`src/rtl/led_seq_pkg.sv`:
```
// ============================================================================
// led_seq_pkg : mode encodings, bounce-direction flag and reset pattern constants
// Revision    : 1.0
// ============================================================================
`default_nettype none

package led_seq_pkg;

  typedef enum logic [1:0] {
    MODE_ROTATE = 2'd0,
    MODE_BOUNCE = 2'd1,
    MODE_FILL   = 2'd2,
    MODE_BINARY = 2'd3
  } led_mode_e;

  typedef enum logic {
    BOUNCE_UP   = 1'b0,
    BOUNCE_DOWN = 1'b1
  } bounce_dir_e;

  // led0 is the lit LED after reset and after a reload into a one-hot mode.
  localparam logic RESET_LED0 = 1'b1;
  localparam logic RELOAD_FILL_LED0 = 1'b0;

  function automatic logic reload_is_empty(input logic [1:0] m);
    return (m == MODE_FILL);
  endfunction

endpackage : led_seq_pkg

`default_nettype wire

```
`src/rtl/led_tick_gen.sv`:
```
// ============================================================================
// led_tick_gen : free-running prescaler, one tick every period+1 enabled cycles
// Revision     : 1.0
// ============================================================================
`default_nettype none

module led_tick_gen #(
  parameter int CNT_W = 8
) (
  input  logic             clk,
  input  logic             rst,
  input  logic             en,
  input  logic             clr,
  input  logic [CNT_W-1:0] period,
  output logic             tick
);

  logic [CNT_W-1:0] r_pc;
  logic             w_wrap;

  // >= rather than == so that shrinking period below the current count
  // fires immediately instead of waiting for a full counter wrap.
  assign w_wrap = (r_pc >= period);
  assign tick   = en && w_wrap;

  always_ff @(posedge clk) begin
    if (rst) begin
      r_pc <= '0;
    end else if (clr) begin
      r_pc <= '0;
    end else if (en) begin
      if (w_wrap) begin
        r_pc <= '0;
      end else begin
        r_pc <= r_pc + {{(CNT_W-1){1'b0}}, 1'b1};
      end
    end
  end

endmodule : led_tick_gen

`default_nettype wire

```
`src/rtl/led_pattern_sequencer.sv`:
```
// ============================================================================
// led_pattern_sequencer : N-LED rotate / bounce / fill / binary sequencer
// Revision              : 1.0
// ============================================================================
`default_nettype none

module led_pattern_sequencer
  import led_seq_pkg::*;
#(
  parameter int N_LEDS = 4,
  parameter int CNT_W  = 8
) (
  input  logic              clk,
  input  logic              rst,
  input  logic              en,
  input  logic              dir,
  input  logic              hold,
  input  logic [1:0]        mode,
  input  logic [CNT_W-1:0]  period,
  output logic [N_LEDS-1:0] leds,
  output logic              step
);

  localparam logic [N_LEDS-1:0] C_ONE    = {{(N_LEDS-1){1'b0}}, RESET_LED0};
  localparam logic [N_LEDS-1:0] C_EMPTY  = {{(N_LEDS-1){1'b0}}, RELOAD_FILL_LED0};
  localparam logic [N_LEDS-1:0] C_ONES   = {N_LEDS{1'b1}};

  logic [N_LEDS-1:0] r_leds;
  logic              r_step;
  bounce_dir_e       r_bounce;
  logic [1:0]        r_last_mode;

  logic              w_tick;
  logic              w_mode_chg;
  logic              w_advance;
  logic              w_onehot;
  logic [N_LEDS-1:0] w_next_leds;
  bounce_dir_e       w_next_bounce;

  assign w_mode_chg = (mode != r_last_mode);
  assign w_advance  = w_tick && !hold;
  assign w_onehot   = (r_leds != '0) && ((r_leds & (r_leds - C_ONE)) == '0);

  led_tick_gen #(
    .CNT_W (CNT_W)
  ) u_tick_gen (
    .clk    (clk),
    .rst    (rst),
    .en     (en),
    .clr    (w_mode_chg),
    .period (period),
    .tick   (w_tick)
  );

  always_comb begin
    w_next_leds   = r_leds;
    w_next_bounce = r_bounce;
    case (mode)
      MODE_ROTATE: begin
        if (!w_onehot) begin
          w_next_leds = C_ONE;
        end else if (!dir) begin
          w_next_leds = {r_leds[N_LEDS-2:0], r_leds[N_LEDS-1]};
        end else begin
          w_next_leds = {r_leds[0], r_leds[N_LEDS-1:1]};
        end
      end
      MODE_BOUNCE: begin
        // The flag flips on the step that leaves an end LED, so each end
        // is shown for exactly one step.
        if (!w_onehot) begin
          w_next_leds   = C_ONE;
          w_next_bounce = BOUNCE_UP;
        end else if (r_bounce == BOUNCE_UP) begin
          if (r_leds[N_LEDS-1]) begin
            w_next_leds   = r_leds >> 1;
            w_next_bounce = BOUNCE_DOWN;
          end else begin
            w_next_leds = r_leds << 1;
          end
        end else begin
          if (r_leds[0]) begin
            w_next_leds   = r_leds << 1;
            w_next_bounce = BOUNCE_UP;
          end else begin
            w_next_leds = r_leds >> 1;
          end
        end
      end
      MODE_FILL: begin
        if (r_leds == C_ONES) begin
          w_next_leds = '0;
        end else if (!dir) begin
          w_next_leds = {r_leds[N_LEDS-2:0], 1'b1};
        end else begin
          w_next_leds = {1'b1, r_leds[N_LEDS-1:1]};
        end
      end
      MODE_BINARY: begin
        w_next_leds = dir ? (r_leds - C_ONE) : (r_leds + C_ONE);
      end
      default: begin
        w_next_leds = C_ONE;
      end
    endcase
  end

  always_ff @(posedge clk) begin
    if (rst) begin
      r_leds      <= C_ONE;
      r_step      <= 1'b0;
      r_bounce    <= BOUNCE_UP;
      r_last_mode <= mode;
    end else if (w_mode_chg) begin
      r_leds      <= reload_is_empty(mode) ? C_EMPTY : C_ONE;
      r_step      <= 1'b1;
      r_bounce    <= BOUNCE_UP;
      r_last_mode <= mode;
    end else if (w_advance) begin
      r_leds   <= w_next_leds;
      r_step   <= 1'b1;
      r_bounce <= w_next_bounce;
    end else begin
      r_step <= 1'b0;
    end
  end

  assign leds = r_leds;
  assign step = r_step;

endmodule : led_pattern_sequencer

`default_nettype wire

```
`config.mk`:
```
export PLATFORM = sky130hd
export DESIGN_NAME = led_pattern_sequencer
export DESIGN_NICKNAME = d
export VERILOG_FILES = /design/src/rtl/led_seq_pkg.sv /design/src/rtl/led_tick_gen.sv /design/src/rtl/led_pattern_sequencer.sv
export SDC_FILE = /design/constraint.sdc
export NUM_CORES = 1
export LEC_CHECK = 0
export ABC_AREA = 1
export CAP_MARGIN = 40
export CORE_AREA = 2 2 53 55
export CTS_BUF_LIST = sky130_fd_sc_hd__clkbuf_4 sky130_fd_sc_hd__clkbuf_8
export CTS_CLUSTER_SIZE = 40
export DETAILED_ROUTE_END_ITERATION = 6
export DIE_AREA = 0 0 55 57
export GPL_TIMING_DRIVEN = 1
export PLACE_DENSITY_LB_ADDON = 0.2
export SYNTH_ARGS = -nofsm -noshare
export SYNTH_HDL_FRONTEND = slang
export SYNTH_SLANG_ARGS = --single-unit
```
`constraint.sdc`:
```
create_clock -name clk -period 4 [get_ports clk]
set_clock_uncertainty 0.15 [all_clocks]
set_input_delay 1 -clock clk [delete_from_list [all_inputs] [get_ports clk]]
set_output_delay 1 -clock clk [all_outputs]
set_load 0.005 [all_outputs]
```
==> impl_metrics.py, run 1 <==
# Metrics from the implementation run
metrics = {
    "clock_tree": {
        "h-tree-depth": 1,
        "cts_buffers": 3,
        "cts-root-buf": "clkbuf_4",
        "clock_path_buffers": 2,
        "tritoncts": "built",
        "cts_resized": 0,
        "cts_sinks": 16,
        "cts_hold_buf": 0,
    },
    "floorplanning": {
        "num_rows": 19,
        "io_pins": 20,
        "dieArea_um2": 3140,
        "fp.dieH_um": 57,
        "initial_utilization_pct": 50.9,
    },
    "hold_path": {
        "hp-class": "register to register",
        "hold-path-cell-count": 2,
    },
    "global_routing": {
        "grt_max_degree": 16,
        "grt_pass1_vias": 1228,
        "grt_pass1_wl_um": 4810,
    },
    "yosys": {
        "yosysWarningCount": 0,
        "top_cells_by_count": "nand2_1, inv_1, nor2_1",
        "synth.area.mux_share_pct": 0,
        "synth_flops": 16,
        "syn-num-nets": 229,
        "synthSimpleGateAreaFrac_pct": 33.7,
        "xor_area_share_pct": 4.61,
        "top_logic_kind": "simple AND/OR/NAND/NOR gates",
        "synthAdderAreaFrac_pct": 13.2,
        "async_flop_share_pct": 0,
        "ys.flop_type": "dfxtp_1",
        "ys_types": 30,
    },
    "pwr": {
        "leakagePower_nw": 0.728,
        "switching_share_pct": 30.2,
        "power.total_mw": 0.344,
        "power_density_nw_per_um2": 221,
        "p_seq_share_pct": 50.3,
    },
    "place": {
        "dp_hpwl_um": 2360,
        "gp_congestion": 0.914,
        "place_ws_ns": 0.992,
        "placed_cell_area_um2": 1530,
    },
    "sta": {
        "period_minus_slack_ns": 2.70,
        "hold_viol": 0,
        "fmax_mhz": 370,
        "relSlewSlack_pct": 70.6,
        "tns_ns": 0,
        "min_period_over_period_pct": 67.6,
        "finalSetupViolCount": 0,
        "tightest_slew_ns": 0.440,
    },
    "setup_path": {
        "cp_max_fo": 7,
        "worst_ep_required_time_ns": 4.07,
        "max_stage_delay_ns": 0.45,
        "worstPathArrival_ns": 2.77,
        "worstSetupStartpointType": "primary input",
        "crit_chain": "clkdlybuf4s50_1 -> inv_1 -> ha_1 -> nand2_1 -> nor2_1 -> nand4_1 -> nand3_2 -> nand3_1 -> inv_1 -> nand2_1 -> a21oi_1",
        "path_class": "primary input to register",
        "crit_path_end_kind": "register",
    },
    "finish": {
        "fillers": 253,
        "area_growth_pct": 17.3,
        "antennaDiodeCount": 0,
        "drive_gt1_share_pct": 5.94,
        "fin_nets": 249,
        "finalNonFillerCells": 250,
        "design_area_um2": 1560,
        "final_util_pct": 59.7,
    },
    "drt": {
        "ant_nets": 0,
        "viasPerCell": 5.42,
    },
    "run": {
        "warning_count": 28,
        "max_cap_violations": 0,
    },
    "run_status": {
        "status": "completed",
    },
}
==> run 1: final cells by class <==
| class | instances | area (um2) | area share, % |
|---|---|---|---|
| Clock buffer | 3 | 22.5 | 1.44 |
| Clock inverter | 1 | 3.75 | 0.241 |
| Inverter | 33 | 124 | 7.94 |
| Multi-Input combinational cell | 147 | 841 | 53.9 |
| Sequential cell | 16 | 340 | 21.8 |
| Tap cell | 31 | 38.8 | 2.49 |
| Timing Repair Buffer | 19 | 190 | 12.2 |
==> run 1: worst max-delay path, delay by kind of cell <==
family	cells	cell delay (ns)
fa+ha+maj	1	0.28
simple gates	6	0.70
buf+inv	3	0.65
compound gates	1	0.13
==> run 1: cell usage in the layout, fill, tap and decap left out, drive strengths merged, types with 2 or more instances in the layout <==
cell,instances
nand4,5
xor2,6
nand2,38
inv,33
clkbuf,3
a21oi,14
ha,14
nor3,2
clkdlybuf4s50,19
a31oi,2
nor2,29
dfxtp,14
o21ai,11
edfxtp,2
nand3,19
==> run 1: final timing paths <==
check,slack [ns],to,from
setup / recovery,1.30,leds[2],period[7]
hold reg to reg,0.36,u_tick_gen.r_pc[0],u_tick_gen.r_pc[0]
hold / removal,0.36,u_tick_gen.r_pc[0],u_tick_gen.r_pc[0]
setup reg to reg,1.87,r_bounce,leds[0]
==> run 1: logic make-up (layout without fill, tap and decap cells) <==
family                     after synthesis  count (layout)
DFF                                     16              16
buffers and inverters                   37              56
AOI/OAI and AO/OA                       29              29
xor gates and xnor gates                 7               7
and+or+nand+nor                         97              97
adders and majority gates               14              14
==> run 1: metal layers <==
metal	vias up	GRT usage [%]	share of wire, %
met3	8	3.14	4.6
met1	622	24.1	42
li1	684	-	-
met5	-	0	0
met2	40	36.2	51
met4	0	6.62	1.8
==> run 1: power groups by stage <==
stage               Clock (mW)  Sequential, mW  Combinational [mW]
global placement             0           0.177              0.0815
global route            0.0955           0.174              0.0936
floorplan                    0           0.174              0.0527
detailed placement           0           0.177              0.0833
finish                  0.0874           0.173              0.0838
CTS                     0.0893           0.173              0.0837
==> run 1: registers in the layout (all words and copies together), names as in the netlist <==
name / flops
leds: 4
r_bounce: 1
r_last_mode: 2
u_tick_gen.r_pc: 8
step: 1
**Run 1: zoomed window**

Region (12, 14) to (42, 44) um. Cells in gray, sequential cells in the stronger gray; small squares are vias.
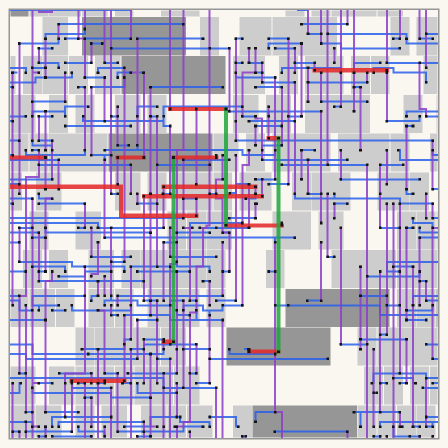
- blue: M1
- red: M3
- purple: M2
- green: M4
- cells with their middle in the window: 104
- most frequent: nand2_1 (25), nand3_1 (11), nor2_1 (11)
- sequential cells in the window: 6
- netlist names of flops here include: leds (3), u_tick_gen.r_pc (2)

**Run 1: wiring by layer**

Scale: 6 px per um. Only two layers are drawn.
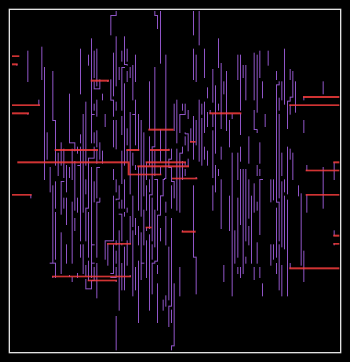
- red: M3 (wire length 138 um)
- purple: M2 (wire length 1520 um)
Routed WL: 2980 um
WL/cell: 11.9 um
DR vias: 1354
GRT Total Usage: 20.3%

**Run 1: placed standard cells**

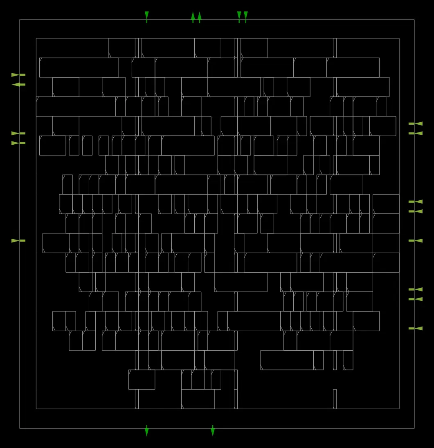
Seq area share: 21.8%
sequential cell count: 16
Core Box Area: 2620 um2

**Run 1: gate-type map**

Scale: 6 px per um.
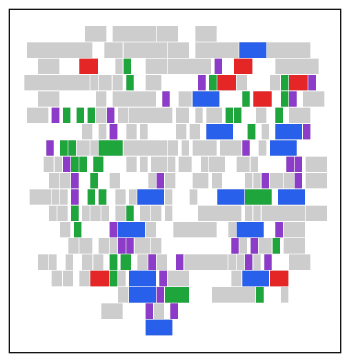

==> inputs of run 2 (changes only) <==
--- a/config.mk
+++ b/config.mk
@@ -7,11 +7,11 @@
 export LEC_CHECK = 0
 export ABC_AREA = 1
 export CAP_MARGIN = 40
-export CORE_AREA = 2 2 53 55
+export CORE_AREA = 2 2 55 57
 export CTS_BUF_LIST = sky130_fd_sc_hd__clkbuf_4 sky130_fd_sc_hd__clkbuf_8
 export CTS_CLUSTER_SIZE = 40
 export DETAILED_ROUTE_END_ITERATION = 6
-export DIE_AREA = 0 0 55 57
+export DIE_AREA = 0 0 57 59
 export GPL_TIMING_DRIVEN = 1
 export PLACE_DENSITY_LB_ADDON = 0.2
 export SYNTH_ARGS = -nofsm -noshare
==> constraint.sdc (replaced) <==
create_clock -name clk -period 2.2 [get_ports clk]
set_clock_uncertainty 0.15 [all_clocks]
set_input_delay 0.55 -clock clk [delete_from_list [all_inputs] [get_ports clk]]
set_output_delay 0.55 -clock clk [all_outputs]
set_load 0.005 [all_outputs]
**Run 2: gate-type map**

Scale: 6 px per um.
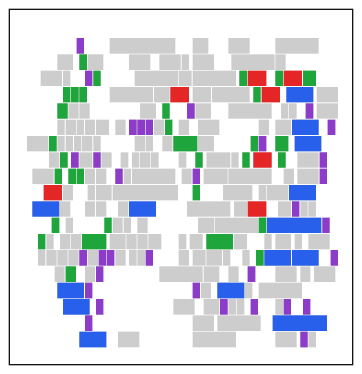
- red: xor and xnor cells (cells 7; most used xor2_1)
- purple: inv cells (cells 33; most used inv_1)
- green: nor cells (cells 32; most used nor2_1)
- blue: fa/ha/maj cells (cells 14; most used ha_1)
Comb/total area: 52.2%
most numerous logic cell after layout: nand2_1
Cell Count, Final, Fillers Out: 260

**Run 2: wiring by layer**

Scale: 6 px per um. Only two layers are drawn.
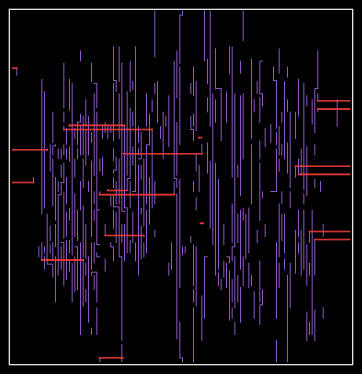
- red: M3 (wire length 121 um)
- purple: M2 (wire length 1740 um)

==> impl_metrics.py, run 2 <==
# Metrics from the implementation run
metrics = {
    "clock_tree": {
        "clock_path_buffers": 2,
        "cts_hold_buf": 0,
        "h-tree-depth": 1,
        "clkTransAtPathRegs_ns": 0.10,
        "cts-root-buf": "clkbuf_4",
        "tritoncts": "built",
        "cts_sinks": 16,
        "cts_buffers": 3,
    },
    "pwr": {
        "power_density_nw_per_um2": 404,
        "leakagePower_nw": 0.781,
        "power.total_mw": 0.683,
    },
    "yosys": {
        "synth.area.mux_share_pct": 0,
        "synthSimpleGateAreaFrac_pct": 33.7,
        "yosysWarningCount": 0,
        "syn_inst": 200,
        "top_logic_kind": "simple AND/OR/NAND/NOR gates",
        "topCellsByArea": "dfxtp_1, ha_1, nand2_1, inv_1, nor2_1",
        "top_area_share_pct": 21.1,
        "synthAdderAreaFrac_pct": 13.2,
        "xor_area_share_pct": 4.61,
        "synth_flops": 16,
        "synth.cell_area_um2": 1330,
        "top_cells_by_count": "nand2_1, inv_1, nor2_1",
        "async_flop_share_pct": 0,
        "ys.flop_type": "dfxtp_1",
        "synth-edff-count": 2,
        "syn-num-nets": 229,
        "ys_types": 30,
    },
    "setup_path": {
        "max_stage_delay_ns": 0.58,
        "path_class": "register to primary output",
        "worst_ep_required_time_ns": 1.50,
        "crit_chain": "clkdlybuf4s50_1",
        "cp_num_buf_inv": 1,
        "cp_top_family": "buffers and inverters",
        "worstReg2RegStart": "leds[1]",
        "worstSetupStartpointType": "register",
        "timing.rr.end": "leds[0]",
        "crit_path_end_kind": "primary output",
        "worstPathArrival_ns": 1.43,
        "reg2reg_setup_slack_ns": 0.16,
        "cp_max_fo": 10,
    },
    "run_status": {
        "status": "completed",
    },
    "finish": {
        "largest_reg_flops": 8,
        "top_register": "u_tick_gen.r_pc",
        "fin_nets": 259,
        "drive_gt1_share_pct": 13.1,
        "antennaDiodeCount": 0,
        "fillers": 245,
        "lay_top_cells": "nand2_1, inv_1, nor2_1, clkdlybuf4s50_1, nand3_1",
        "area_growth_pct": 27.2,
    },
    "hold_path": {
        "hp-class": "register to register",
        "min-delay-start": "u_tick_gen.r_pc[0]",
        "hold-path-cell-count": 2,
        "whs_endpoint": "u_tick_gen.r_pc[0]",
    },
    "global_routing": {
        "grt_pass1_wl_um": 5340,
        "grt_max_degree": 16,
        "grt_overflow": 0,
        "grtUsageTotal_pct": 20.0,
        "grt_pass1_vias": 1318,
    },
    "sta": {
        "min_period_over_period_pct": 96.6,
        "period_minus_slack_ns": 2.13,
        "fmax_mhz": 471,
        "tns_ns": 0,
        "hold_viol": 0,
        "relSlewSlack_pct": 73.0,
        "finalSetupViolCount": 0,
        "tightest_slew_ns": 0.403,
    },
    "drt": {
        "wire_per_inst_um": 12.1,
        "viasPerCell": 5.32,
        "ant_nets": 0,
        "drt_wl_total_um": 3140,
        "vias": 1382,
    },
    "run": {
        "max_cap_violations": 0,
        "warning_count": 28,
    },
    "floorplanning": {
        "core-area_um2": 2710,
        "io_pins": 20,
        "num_rows": 19,
        "initial_utilization_pct": 49.1,
        "fp.dieH_um": 59,
        "dieArea_um2": 3360,
    },
    "place": {
        "io_buffers": 19,
        "gp_congestion": 0.890,
        "dp_hpwl_um": 2470,
    },
}
**Run 2: signal metal coverage by tile**

Scale: 4 px per um. The die is cut into 11 by 12 equal tiles; dark purple is low, yellow is high, scaled to the fullest tile. Values are wire area over tile area, all layers added.
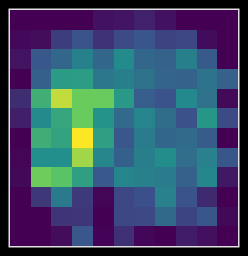
- nearly empty tiles: 19%
- mean over tiles: 0.15
- tiles over half the peak: 14%
- fullest tile: 0.53

==> run 2: cell counts after synthesis <==
No cell type changed its count.
==> run 2: logic make-up (layout without fill, tap and decap cells) <==
kind of cell | count (synthesis) | count (layout)
AOI/OAI and AO/OA | 29 | 29
DFF | 16 | 16
xor gates and xnor gates | 7 | 7
adders and majority gates | 14 | 14
and+or+nand+nor | 97 | 97
buffers and inverters | 37 | 66
==> run 2: worst max-delay path by stage <==
stage               from  endpoint  slack, ns  depth (start not counted)
2_1_floorplan    leds[0]   leds[0]       0.25                         13
3_3_place_gp   period[7]   leds[1]      -0.22                         11
3_5_place_dp   period[7]   leds[1]      -0.33                         11
4_1_cts          leds[3]   leds[3]       0.06                          1
5_1_grt        period[7]   leds[1]      -0.05                         11
6_report         leds[3]   leds[3]       0.07                          1
==> run 2: what timing repair did <==
item,4_1_cts,5_1_grt
buffers inserted,0,0
setup endpoints to repair,1,6
resized,1,7
pin swaps,0,7
==> run 2: area by class of cell <==
cell class	count	area [um2]	area share, %
Multi-Input combinational cell	147	883	52.2
Timing Repair Buffer	29	269	15.9
Clock buffer	4	36.3	2.14
Tap cell	31	38.8	2.29
Inverter	33	124	7.32
Sequential cell	16	340	20.1
==> run 2: report_power, final <==
part | total, mW | switching [mW] | internal (mW)
Clock | 0.200 | 0.0995 | 0.101
Combinational | 0.171 | 0.0919 | 0.0787
Sequential | 0.312 | 0.00739 | 0.304
Total | 0.683 | 0.199 | 0.484
==> run 2: per-stage QoR <==
step	hold slack, ns	util (%)	setup slack, ns	cell area [um2]
floorplan	0.317	-	0.255	1330
global placement	0.331	59.4	-0.221	1610
detailed placement	0.348	59.4	-0.330	1610
CTS	0.362	60.9	0.0602	1650
global route	0.400	62.4	-0.0511	1690
finish	0.361	62.4	0.0750	1690
==> run 2: routing by layer <==
| metal | up-vias | global-route usage (%) | part of all wire [%] |
|---|---|---|---|
| li1 | 716 | - | - |
| met1 | 636 | 21.5 | 39 |
| met2 | 26 | 39.6 | 55 |
| met3 | 4 | 1.75 | 3.8 |
| met4 | 0 | 8.97 | 1.5 |
| met5 | - | 0 | 0 |
==> inputs of run 3 (changes only) <==
--- a/config.mk
+++ b/config.mk
@@ -14,6 +14,7 @@
 export DIE_AREA = 0 0 57 59
 export GPL_TIMING_DRIVEN = 1
 export PLACE_DENSITY_LB_ADDON = 0.2
+export SLEW_MARGIN = 20
 export SYNTH_ARGS = -nofsm -noshare
 export SYNTH_HDL_FRONTEND = slang
 export SYNTH_SLANG_ARGS = --single-unit
**Run 3: zoomed window**

Region (14, 14) to (44, 44) um. Cells in gray, sequential cells in the stronger gray; small squares are vias.
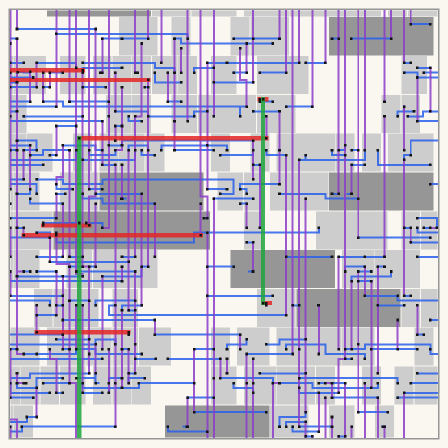
- blue: M1
- green: M4
- red: M3
- purple: M2
- cells with their middle in the window: 88
- sequential cells in the window: 7
- netlist names of flops here include: u_tick_gen.r_pc (3), leds (2)
- most frequent: nand2_1 (16), nor2_1 (9), inv_1 (8)

**Run 3: signal metal coverage by tile**

Scale: 4 px per um. The die is cut into 11 by 12 equal tiles; dark purple is low, yellow is high, scaled to the fullest tile. Values are wire area over tile area, all layers added.
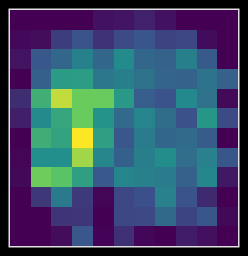
- fullest tile: 0.53
- tiles over half the peak: 14%
- mean over tiles: 0.15
- nearly empty tiles: 19%

**Run 3: wiring by layer**

Scale: 6 px per um. Only two layers are drawn.
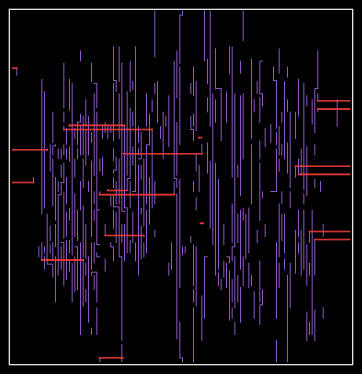
- purple: M2 (wire length 1740 um)
- red: M3 (wire length 121 um)
WL/cell: 12.1 um
Routed WL: 3140 um
DR vias: 1382
GRT Total Usage: 20.0%

==> impl_metrics.py, run 3 <==
# Metrics from the implementation run
metrics = {
    "run_status": {
        "status": "completed",
    },
    "clock_tree": {
        "post-cts-setup-buffer-count": 0,
        "cts_sinks": 16,
        "clock_path_buffers": 2,
        "cts-root-buf": "clkbuf_4",
        "clkTransAtPathRegs_ns": 0.10,
        "h-tree-depth": 1,
        "tritoncts": "built",
        "cts_hold_buf": 0,
    },
    "setup_path": {
        "crit_chain": "clkdlybuf4s50_1",
        "worst_ep_required_time_ns": 1.50,
        "crit_start": "leds[3]",
        "crit_cells": 1,
        "crit_end": "leds[3]",
        "cp_max_fo": 10,
        "crit_path_end_kind": "primary output",
        "cp_num_buf_inv": 1,
    },
    "yosys": {
        "yosysWarningCount": 0,
        "top_cells_by_count": "nand2_1, inv_1, nor2_1",
        "async_flop_share_pct": 0,
        "synth.cell_area_um2": 1330,
        "top_area_share_pct": 21.1,
        "topCellsByArea": "dfxtp_1, ha_1, nand2_1, inv_1, nor2_1",
    },
    "pwr": {
        "power_switching_mw": 0.199,
        "clock_power_share_pct": 29.4,
        "comb_power_share_pct": 25.0,
        "intPower_mw": 0.484,
        "p_seq_share_pct": 45.7,
        "switching_share_pct": 29.1,
        "power_density_nw_per_um2": 404,
    },
    "sta": {
        "finalSetupViolCount": 0,
        "min_period_over_period_pct": 96.6,
        "fmax_mhz": 471,
        "hold_viol": 0,
        "tightest_slew_ns": 0.403,
    },
    "floorplanning": {
        "io_pins": 20,
        "num_rows": 19,
        "core-area_um2": 2710,
        "dieArea_um2": 3360,
    },
    "drt": {
        "viasPerCell": 5.32,
    },
    "place": {
        "io_buffers": 19,
        "gp_congestion": 0.890,
    },
    "hold_path": {
        "min-delay-start": "u_tick_gen.r_pc[0]",
        "hp-class": "register to register",
    },
    "global_routing": {
        "grt_overflow": 0,
        "grt_pass1_vias": 1318,
    },
    "finish": {
        "area_growth_pct": 27.2,
        "final_util_pct": 62.4,
        "lay_top_cells": "nand2_1, inv_1, nor2_1, clkdlybuf4s50_1, nand3_1",
        "final_common_cell": "nand2_1",
    },
    "run": {
        "warning_count": 28,
        "max_cap_violations": 0,
    },
}
## run 3: cell counts in the layout (fill, tap and decap cells not counted)
No cell type changed its count.
## run 3: power groups by stage
stage                     Sequential, mW  Clock [mW]  Combinational (mW)
after detailed placement           0.318           0               0.167
after CTS                          0.312       0.206               0.168
final                              0.312       0.200               0.171
after global routing               0.313       0.215               0.190
after floorplan                    0.317           0              0.0959
after global placement             0.317           0               0.163
## run 3: worst min-delay path by stage
stage / endpoint / slack [ns] / depth (start not counted)
2_1_floorplan: u_tick_gen.r_pc[0] / 0.32 / 2
3_3_place_gp: u_tick_gen.r_pc[0] / 0.33 / 2
3_5_place_dp: u_tick_gen.r_pc[0] / 0.35 / 2
4_1_cts: u_tick_gen.r_pc[0] / 0.36 / 2
5_1_grt: u_tick_gen.r_pc[0] / 0.40 / 2
6_report: u_tick_gen.r_pc[0] / 0.36 / 2
## run 3: kinds of logic (layout without fill, tap and decap cells)
kind of cell    after synthesis  count (layout)  synth area share (%)
compound gates               29              29                  11.8
simple gates                 97              97                  33.7
xor+xnor                      7               7                  4.61
flops                        16              16                  25.6
buf+inv                      37              66                  11.2
fa+ha+maj                    14              14                  13.2
## run 3: cell type report
type | instances | area (um2)
repair buffers | 29 | 269
fillers | 245 | 1020
multi-input cells | 147 | 883
inverters | 33 | 124
flip-flops and latches | 16 | 340
well taps | 31 | 38.8
clock buffers | 4 | 36.3
## run 3: timing repair
item,in CTS,in global routing
endpoints found under the setup margin,1,6
pin swaps,0,7
gates cloned,0,0
gates resized,1,7
## run 3: per-stage QoR
step | instances | total power, mW | area [um2] | TNS, ns | hold WS, ns
6_report | 260 | 0.683 | 1690 | 0 | 0.361
5_1_grt | 260 | 0.719 | 1690 | -0.0746 | 0.400
4_1_cts | 260 | 0.686 | 1650 | 0 | 0.362
3_5_place_dp | 256 | 0.485 | 1610 | -2.50 | 0.348
3_3_place_gp | 256 | 0.481 | 1610 | -1.57 | 0.331
2_1_floorplan | 200 | 0.413 | 1330 | 0 | 0.317
## run 3: per-layer routing
metal,up-vias,routed length (um),GRT usage (%)
met5,-,0,0
met4,0,48,8.97
met3,4,120,1.75
met2,26,1740,39.6
met1,636,1240,21.5
li1,716,-,-
Power is estimated from default activity; no workload was simulated.
